$ cat src/rtl/pipe_sel_mux_if.sv
`default_nettype none
// ============================================================================
//  Module      : pipe_sel_mux_if
//  Description : Upstream select/valid/ready and downstream data/valid/ready
//                bundle for pipe_sel_mux.
//  Revision    : 1.0 - initial release
// ============================================================================
interface pipe_sel_mux_if #(
    parameter int WIDTH  = 32,
    parameter int NUM_IN = 5,
    parameter int SEL_W  = 3
);
    logic [NUM_IN*WIDTH-1:0] in_bus;
    logic [SEL_W-1:0]        select;
    logic                    in_valid;
    logic                    in_ready;
    logic                    flush;
    logic [WIDTH-1:0]        out;
    logic                    out_valid;
    logic                    out_ready;
    logic                    sel_err;

    modport master (
        output in_bus, select, in_valid, flush, out_ready,
        input  in_ready, out, out_valid, sel_err
    );

    modport slave (
        input  in_bus, select, in_valid, flush, out_ready,
        output in_ready, out, out_valid, sel_err
    );
endinterface
`default_nettype wire

$ cat src/rtl/pipe_sel_mux.sv
`default_nettype none
// ============================================================================
//  Module      : pipe_sel_mux
//  Description : N:1 select mux feeding a 2-entry elastic skid buffer with
//                flush and out-of-range select flagging.
//  Revision    : 1.0 - initial release
// ============================================================================
module pipe_sel_mux #(
    parameter int WIDTH    = 32,
    parameter int NUM_IN   = 5,
    parameter int SEL_W    = 3,
    parameter int OOR_MODE = 0
) (
    input  wire logic      clk,
    input  wire logic      reset,
    pipe_sel_mux_if.slave  bus
);
    typedef enum logic [1:0] {
        ST_EMPTY = 2'd0,
        ST_ONE   = 2'd1,
        ST_FULL  = 2'd2
    } state_t;

    state_t           r_state;
    state_t           w_state_nxt;
    logic [WIDTH-1:0] r_main;
    logic [WIDTH-1:0] r_skid;
    logic             r_main_err;
    logic             r_skid_err;
    logic [WIDTH-1:0] w_pick;
    logic             w_pick_err;
    logic             w_accept;
    logic             w_pop;
    logic             w_main_ld_pick;
    logic             w_main_ld_skid;
    logic             w_skid_ld;

    // Handshake outputs come from registered state only
    assign bus.in_ready  = (r_state != ST_FULL);
    assign bus.out_valid = (r_state != ST_EMPTY);
    assign bus.out       = r_main;
    assign bus.sel_err   = r_main_err & bus.out_valid;

    assign w_accept = bus.in_valid & bus.in_ready;
    assign w_pop    = bus.out_valid & bus.out_ready;

    always_comb begin
        w_pick_err = (int'(bus.select) >= NUM_IN);
        w_pick     = (OOR_MODE != 0) ? '0 : bus.in_bus[WIDTH-1:0];
        for (int k = 0; k < NUM_IN; k++) begin
            if (int'(bus.select) == k) begin
                w_pick = bus.in_bus[k*WIDTH +: WIDTH];
            end
        end
    end

    always_comb begin
        w_state_nxt    = r_state;
        w_main_ld_pick = 1'b0;
        w_main_ld_skid = 1'b0;
        w_skid_ld      = 1'b0;
        if (bus.flush) begin
            w_state_nxt = ST_EMPTY;
        end else begin
            case (r_state)
                ST_EMPTY: begin
                    if (w_accept) begin
                        w_state_nxt    = ST_ONE;
                        w_main_ld_pick = 1'b1;
                    end
                end
                ST_ONE: begin
                    if (w_accept && w_pop) begin
                        w_main_ld_pick = 1'b1;
                    end else if (w_accept) begin
                        w_state_nxt = ST_FULL;
                        w_skid_ld   = 1'b1;
                    end else if (w_pop) begin
                        w_state_nxt = ST_EMPTY;
                    end
                end
                ST_FULL: begin
                    if (w_pop) begin
                        w_state_nxt    = ST_ONE;
                        w_main_ld_skid = 1'b1;
                    end
                end
                default: begin
                    w_state_nxt = ST_EMPTY;
                end
            endcase
        end
    end

    always_ff @(posedge clk) begin
        if (reset) begin
            r_state <= ST_EMPTY;
        end else begin
            r_state <= w_state_nxt;
        end
    end

    // MAIN keeps its last value when the buffer drains; only reset clears it
    always_ff @(posedge clk) begin
        if (reset) begin
            r_main     <= '0;
            r_main_err <= 1'b0;
            r_skid     <= '0;
            r_skid_err <= 1'b0;
        end else begin
            if (w_main_ld_pick) begin
                r_main     <= w_pick;
                r_main_err <= w_pick_err;
            end else if (w_main_ld_skid) begin
                r_main     <= r_skid;
                r_main_err <= r_skid_err;
            end
            if (w_skid_ld) begin
                r_skid     <= w_pick;
                r_skid_err <= w_pick_err;
            end
        end
    end
endmodule
`default_nettype wire

$ cat src/flat_wrapper.sv
// flat-port wrapper written by rule: the top's interface ports become plain ports
module pipe_sel_mux_flat 
#(
    parameter int WIDTH    = 32,
    parameter int NUM_IN   = 5,
    parameter int SEL_W    = 3,
    parameter int OOR_MODE = 0
)
  (clk, reset, bus_in_bus, bus_select, bus_in_valid, bus_flush, bus_out_ready, bus_in_ready, bus_out, bus_out_valid, bus_sel_err);
  pipe_sel_mux_if #(.WIDTH(WIDTH), .NUM_IN(NUM_IN), .SEL_W(SEL_W)) bus_i ();
  input  wire logic clk;
  input  wire logic reset;
  input wire logic [$bits(bus_i.in_bus)-1:0] bus_in_bus;
  input wire logic [$bits(bus_i.select)-1:0] bus_select;
  input wire logic [$bits(bus_i.in_valid)-1:0] bus_in_valid;
  input wire logic [$bits(bus_i.flush)-1:0] bus_flush;
  input wire logic [$bits(bus_i.out_ready)-1:0] bus_out_ready;
  output wire logic [$bits(bus_i.in_ready)-1:0] bus_in_ready;
  output wire logic [$bits(bus_i.out)-1:0] bus_out;
  output wire logic [$bits(bus_i.out_valid)-1:0] bus_out_valid;
  output wire logic [$bits(bus_i.sel_err)-1:0] bus_sel_err;
  assign bus_i.in_bus = bus_in_bus;
  assign bus_i.select = bus_select;
  assign bus_i.in_valid = bus_in_valid;
  assign bus_i.flush = bus_flush;
  assign bus_i.out_ready = bus_out_ready;
  assign bus_in_ready = bus_i.in_ready;
  assign bus_out = bus_i.out;
  assign bus_out_valid = bus_i.out_valid;
  assign bus_sel_err = bus_i.sel_err;
  pipe_sel_mux #(.WIDTH(WIDTH), .NUM_IN(NUM_IN), .SEL_W(SEL_W), .OOR_MODE(OOR_MODE)) u_core (.clk(clk), .reset(reset), .bus(bus_i));
endmodule
$ cat config.mk
export PLATFORM = sky130hd
export DESIGN_NAME = pipe_sel_mux_flat
export DESIGN_NICKNAME = d
export VERILOG_FILES = /design/src/rtl/pipe_sel_mux_if.sv /design/src/rtl/pipe_sel_mux.sv /design/src/flat_wrapper.sv
export SDC_FILE = /design/constraint.sdc
export NUM_CORES = 1
export LEC_CHECK = 0
export CORE_AREA = 2 2 101 103
export DETAILED_ROUTE_END_ITERATION = 12
export DIE_AREA = 0 0 103 105
export PLACE_DENSITY = 0.86
export SETUP_SLACK_MARGIN = 0.02
export SYNTH_ARGS = -nofsm -noshare
export SYNTH_HDL_FRONTEND = slang
export SYNTH_SLANG_ARGS = --single-unit
$ cat constraint.sdc
create_clock -name clk -period 3.05 [get_ports clk]
set_input_delay 0.305 -clock clk [delete_from_list [all_inputs] [get_ports clk]]
set_output_delay 0.305 -clock clk [all_outputs]
set_load 0.005 [all_outputs]
**Metal 1**

The bar under the picture is 20 um long. Cells faint in the background.
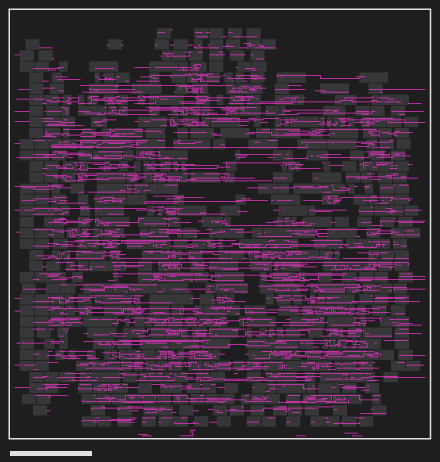
share of all routed wire: 39%
wire length on this layer: 5590 um
main direction: horizontal
nets with wire on the layer: 718
longest straight run: 50.6 um
Via Count: 4518
sum of routed wire length over all layers: 14400 um

**Routing congestion map**

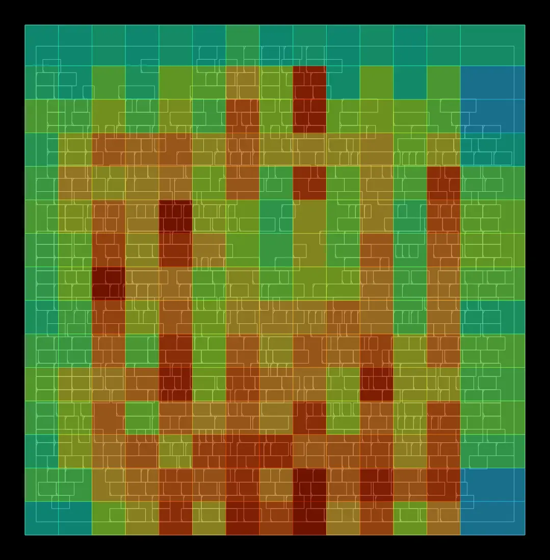
global routing's busiest layer: met2
global-route track usage on met2: 46.8%
routed len/inst: 18.4 um
met3 track demand over resource in global routing: 4.01%

**A small window of the routed layout**

The bar under the picture is 5 um long. Region (67, 69) to (87, 89) um. Cells in gray, sequential cells in the stronger gray; small squares are vias.
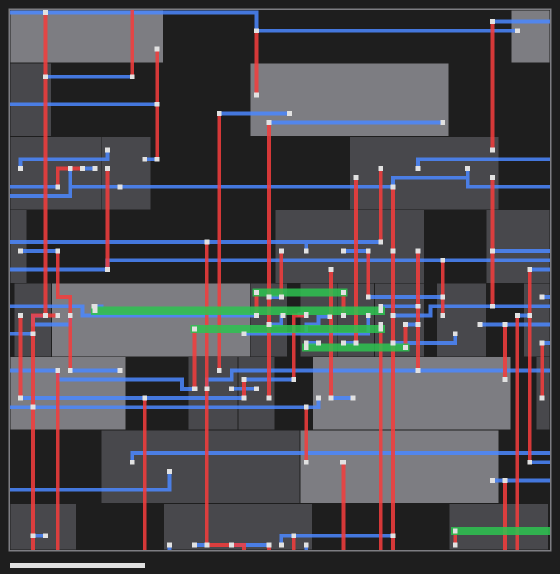
| color | layer |
|---|---|
| blue | met1 |
| green | met3 |
| red | met2 |
sequential cells in the window: 6
most frequent: dfxtp_1 (6), a2111oi_2 (4), nand2_1 (3)
cells with their middle in the window: 22
netlist names of flops here include: u_core.bus.out (3), u_core.r_skid (3)

**Wiring by layer**

The bar under the picture is 20 um long. Two of the layers only.
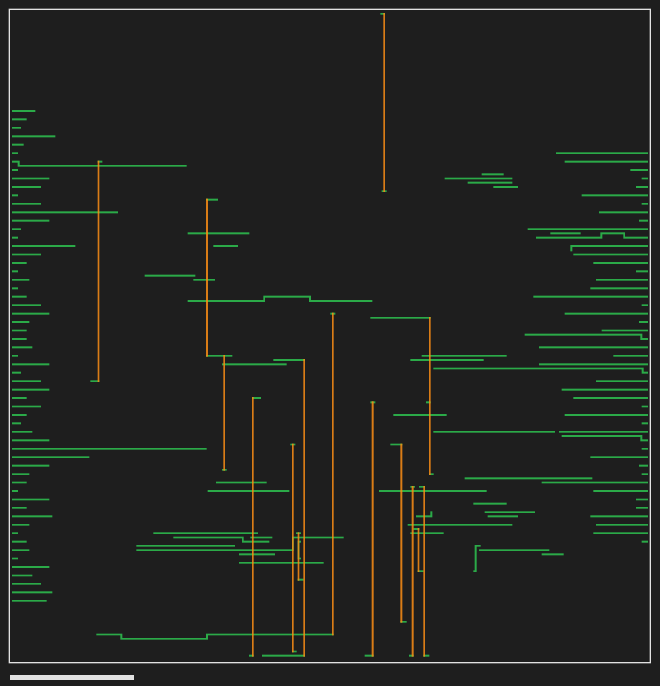
| color | layer | wire length |
|---|---|---|
| green | met3 | 1140 um |
| orange | met4 | 445 um |
global-route usage over all layers: 26.5%

**Wiring heat map**

The die is cut into 21 by 21 equal tiles; white is low, dark blue is high, scaled to the fullest tile. Values are wire area over tile area, all layers added.
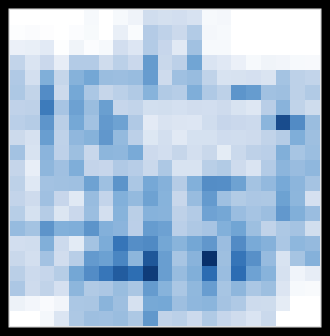
densest ninth of the die: bottom center
nearly empty tiles: 8.6%
emptiest ninth of the die: upper right

==> flow_summary.ini <==
; flow metrics
[critical_path]
worst-endpoint-arrival_ps = 2370
crit_family = simple AND/OR/NAND/NOR gates
r2r_start = u_core.r_state[0]
cp.required_ps = 3250
critical_path.startpoint_type = primary input
crit-reg2reg-capture = u_core.r_skid[9]

[pwr]
power.largest_group = sequential cells

[logic_synthesis]
synth.distinct_cells = 42
synthMuxAreaShare_pct = 15.9
synth-simple-area-share_pct = 17.4
synth-adder-area-share_pct = 0
synth-async-reset-ratio_pct = 0

[final_layout]
number_of_signal_net_buffers_in_the_layout = 214
mostFrequentLayoutCells = 200 x clkdlybuf4s50_1, 68 x dfxtp_1, 64 x mux2i_1
area.share.combinational_pct = 41.0

[grt]
first_pass_grt_wire_length_um = 22700

[hold_path]
worstHoldEndpoint = u_core.bus.out[0]

[floorplan]
chipWidth_um = 103

[timing]
timing.hold.ws_ps = 439
rsz0062_at_grt = no

[cts]
post-cts-setup-buffer-count = 0
tritoncts_num_sinks = 68

[status]
status = completed
